==> config.mk <==
export PLATFORM = sky130hd
export DESIGN_NAME = button_event_tracker
export DESIGN_NICKNAME = d
export VERILOG_FILES = /design/src/rtl/button_event_tracker_pkg.sv /design/src/rtl/button_event_fsm.sv /design/src/rtl/button_event_tracker.sv
export SDC_FILE = /design/constraint.sdc
export NUM_CORES = 1
export LEC_CHECK = 0
export CORE_ASPECT_RATIO = 0.6
export CORE_MARGIN = 1.5
export CORE_UTILIZATION = 45
export DETAILED_ROUTE_END_ITERATION = 8
export DONT_BUFFER_PORTS = 1
export PLACE_DENSITY = 0.63
export REMOVE_ABC_BUFFERS = 1
export SLEW_MARGIN = 10
export SYNTH_ARGS = -nofsm -noshare
export SYNTH_HDL_FRONTEND = slang
export SYNTH_HIERARCHICAL = 1
export SYNTH_SLANG_ARGS = --single-unit
==> constraint.sdc <==
create_clock -name clk -period 3.55 [get_ports clk]
set_input_delay 0.8875 -clock clk [delete_from_list [all_inputs] [get_ports clk]]
set_output_delay 0.8875 -clock clk [all_outputs]
set_load 0.05 [all_outputs]
==> images/registers.png <==
Other sequential cells in the stronger gray, the rest of the logic in the fainter gray.
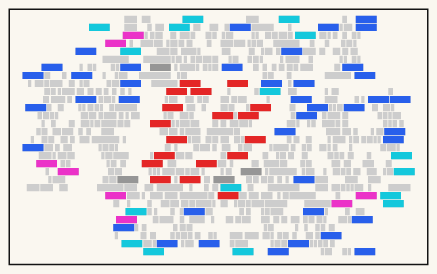
- blue: g_ch.u_fsm/cnt_q (sequential cells 40; where widely spread)
- red: tick_cnt_q (sequential cells 18; where center)
- cyan: g_ch.u_fsm/evt (sequential cells 16; where widely spread)
- magenta: g_ch.u_fsm/state_q (sequential cells 8; where widely spread)
- not colored: 4
Final Core Density: 49.7%
FF+latch area: 0.00172 mm²
sequential cell area share: 30.8%
Seq. pwr: 0.00103 W

==> images/metal_stack.png <==
Two of the layers only.
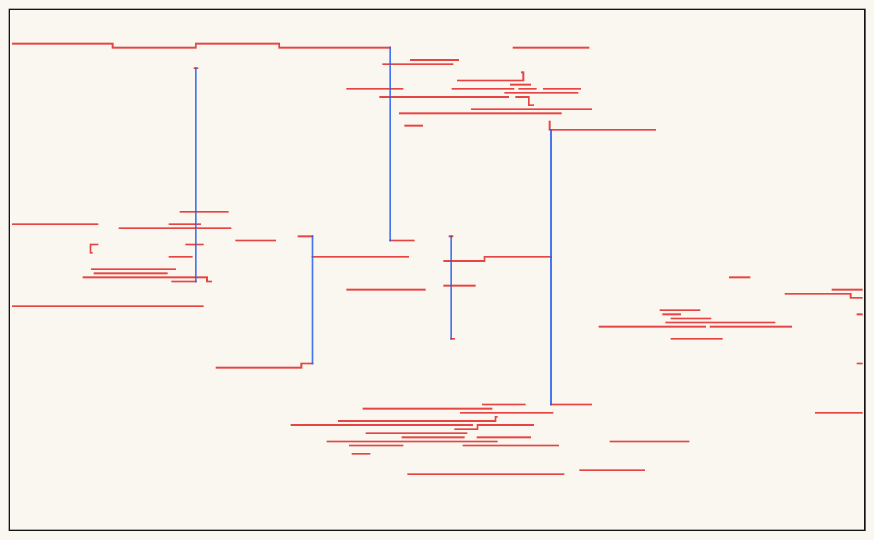
- red: met3 (wire length 828 µm)
- blue: met4 (wire length 151 µm)
wire per inst: 16.0 µm
final WL: 12000 µm
total track usage: 20.6%

==> images/pins.png <==
Pins as bars across the die edge, other pins in gray.
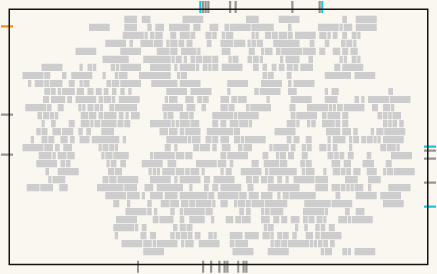
- cyan: repeat_pulse (pins 4; direction output; edge 2 north, 2 east)
- orange: clk (pins 1; direction input; edge west)
die x size: 142 µm
IO buf count: 0

==> flow_summary_export.csv <==
group,metric,value,unit
layout,largest_register_ffs,40,
clock_network,cts_resized,0,
power,p_switching,0.000728,W
critical_path,cp_num_buf_inv,1,
critical_path,crit_slowest_cell,"nor4_2",
final_timing,max-slew-margin-rel,37.8,%
final_timing,post-route-period-util,86.3,%
yosys,syn_inst,604,
yosys,synth-edff-count,0,
placement,placed_cells,733,
flow_run,cap_violations,0,
clock_network,cts_sinks,86,
clock_network,cts_root_buf,"clkbuf_16",
global_routing,grt_start_max_net_pins,18,
drt,via_per_inst,5.93,
power,power_density,451,mW/mm²
hold_path,min-delay-path-class,"reg2reg",
final_timing,fin_crit,3.06,ns
power,vdd_drop_max,0.243,mV
clock_network,htree_num_levels,3,
drt,wl_met2,4900,µm
yosys,netlist.top_cell.by_area,"dfxtp_1",
yosys,synthMuxAreaShare,0,%
final_timing,slew_viol_final,0,
clock_network,clk_pin_slew,0.06,ns
yosys,avgSynthCellArea,8.59,µm²
yosys,synthArstFlopShare,0,%
final_timing,skew,0.00784,ns
layout,lay_top_cells,"dfxtp_1 (86), nand2_1 (54), nor2_1 (37)",
critical_path,cp_max_fo,9,
floorplanning,initial_core_util,46.1,%
yosys,logic_family,"simple AND/OR/NAND/NOR gates",
yosys,ys_sh_adder,5.07,%
drt,post-route-drc-count,0,
power,combPwrFrac,18.9,%
floorplanning,core_area,0.0113,mm²
critical_path,end_kind,"register",
hold_path,worstHoldPathCells,1,
yosys,netlist_area,0.00519,mm²
layout,final_area,0.00560,mm²
power,intPower,0.00179,W
power,p_sw_share,28.8,%
layout,diodes,0,
power,sequentialPowerShare,41.0,%
clock_network,post_cts_buffers,0,
final_timing,tightestPinTransition,0.933,ns
layout,final_cells,749,
placement,gp_congestion,0.892,
floorplanning,ios,26,
drt,routed.top_layer,"met4",
yosys,ys_seq_share,33.2,%
run_status,status,"finished, final reports clean",
placement,placed_area,0.00528,mm²
layout,nNetsFinal,627,
critical_path,crit_cells,8,
floorplanning,fp-row-count,30,
global_routing,antenna_found_initial,0,
clock_network,cts_buffer_depth,2,
critical_path,crit_family,"simple AND/OR/NAND/NOR gates",
yosys,ys_warn_count,6,
drt,drt_iter0_drc,288,
critical_path,crit_arrival,3.32,ns
clock_network,cts_tree,"yes",
yosys,synth_stat.cells,604,
power,p_leak,1.96,nW
flow_run,stage_log_warnings,37,
critical_path,slowest_delay,0.59,ns
final_timing,fmax,0.326,GHz
yosys,ys_sh_simple,32.5,%
yosys,yosysChipArea,0.00519,mm²
critical_path,path_cells,"or4b_1, nor4b_2, buf_4, o2bb2ai_2, o2111ai_2, nor4_2, o21ai_1, a22oi_1",
final_timing,hold_violations,0,
clock_network,clock_latency,0.34,ns
floorplanning,dieArea,0.0122,mm²
critical_path,start_kind,"register",
global_routing,grt-ovfl-total,0,
final_timing,setup-violations-final,0,
drt,vias,4444,
yosys,synth.area.top_cells,"dfxtp_1 (33%), ha_1 (5.1%), nand2_1 (3.9%), xor2_1 (2.9%), nand3_1 (2.7%)",
global_routing,grt_pass1_wl,20100,µm
yosys,synth_cell_type_count,60,
drt,wirelength_met1,6100,µm
final_timing,rsz0062_at_grt,"no",
-- stage by stage --
step | total power [W] | setup WS (ns) | util, % | hold slack, ns
6_report | 0.00252 | 0.485 | 49.7 | 0.468
4_1_cts | 0.00255 | 0.492 | 49.7 | 0.465
5_1_grt | 0.00264 | 0.305 | 49.7 | 0.485
3_5_place_dp | 0.00152 | 0.508 | 46.9 | 0.450
2_1_floorplan | 0.00142 | 0.280 | - | 0.426
3_3_place_gp | 0.00151 | 0.613 | 46.9 | 0.441
-- cell families after synthesis --
logic type,Yosys count
simple gates,278
flops,86
xor+xnor,23
buf+inv,49
compound gates,147
fa+ha+maj,21
-- power groups by stage --
stage | Sequential (W) | Combinational (W) | Clock [W]
floorplan | 0.00105 | 0.000369 | 0
global placement | 0.00105 | 0.000454 | 0
detailed placement | 0.00106 | 0.000469 | 0
CTS | 0.00103 | 0.000471 | 0.00104
global route | 0.00104 | 0.000523 | 0.00108
finish | 0.00103 | 0.000476 | 0.00101
-- cell usage after synthesis (6+ instances only) --
cell type,number
nor4_1,9
nand4_1,8
nand2_1,54
o21ai_1,24
nor3_1,17
o211ai_1,8
nor2b_1,20
o21ai_0,21
dfxtp_1,86
and2_1,9
inv_1,33
and3_1,11
nand3_1,28
nand2b_1,12
nor2_1,37
xnor2_1,6
o22ai_1,12
xor2_1,17
a21oi_1,25
ha_1,21
or3_1,13
clkbuf_1,9
-- layer usage --
metal	vias to the layer above	track usage (%)
li1	2210	-
met1	2086	30.4
met2	136	28.6
met3	12	5.92
met4	0	6.37
met5	-	0
-- cell type report --
type / count / area [µm²]
repair buffers: 1 / 7.51
inverters: 33 / 124
multi-input cells: 469 / 3250
clock inverters: 3 / 67.6
clock buffers: 13 / 250
flip-flops and latches: 86 / 1720
fillers: 1052 / 5660
well taps: 144 / 180
Power figures rest on the tool's default switching activity, not on a simulated workload.
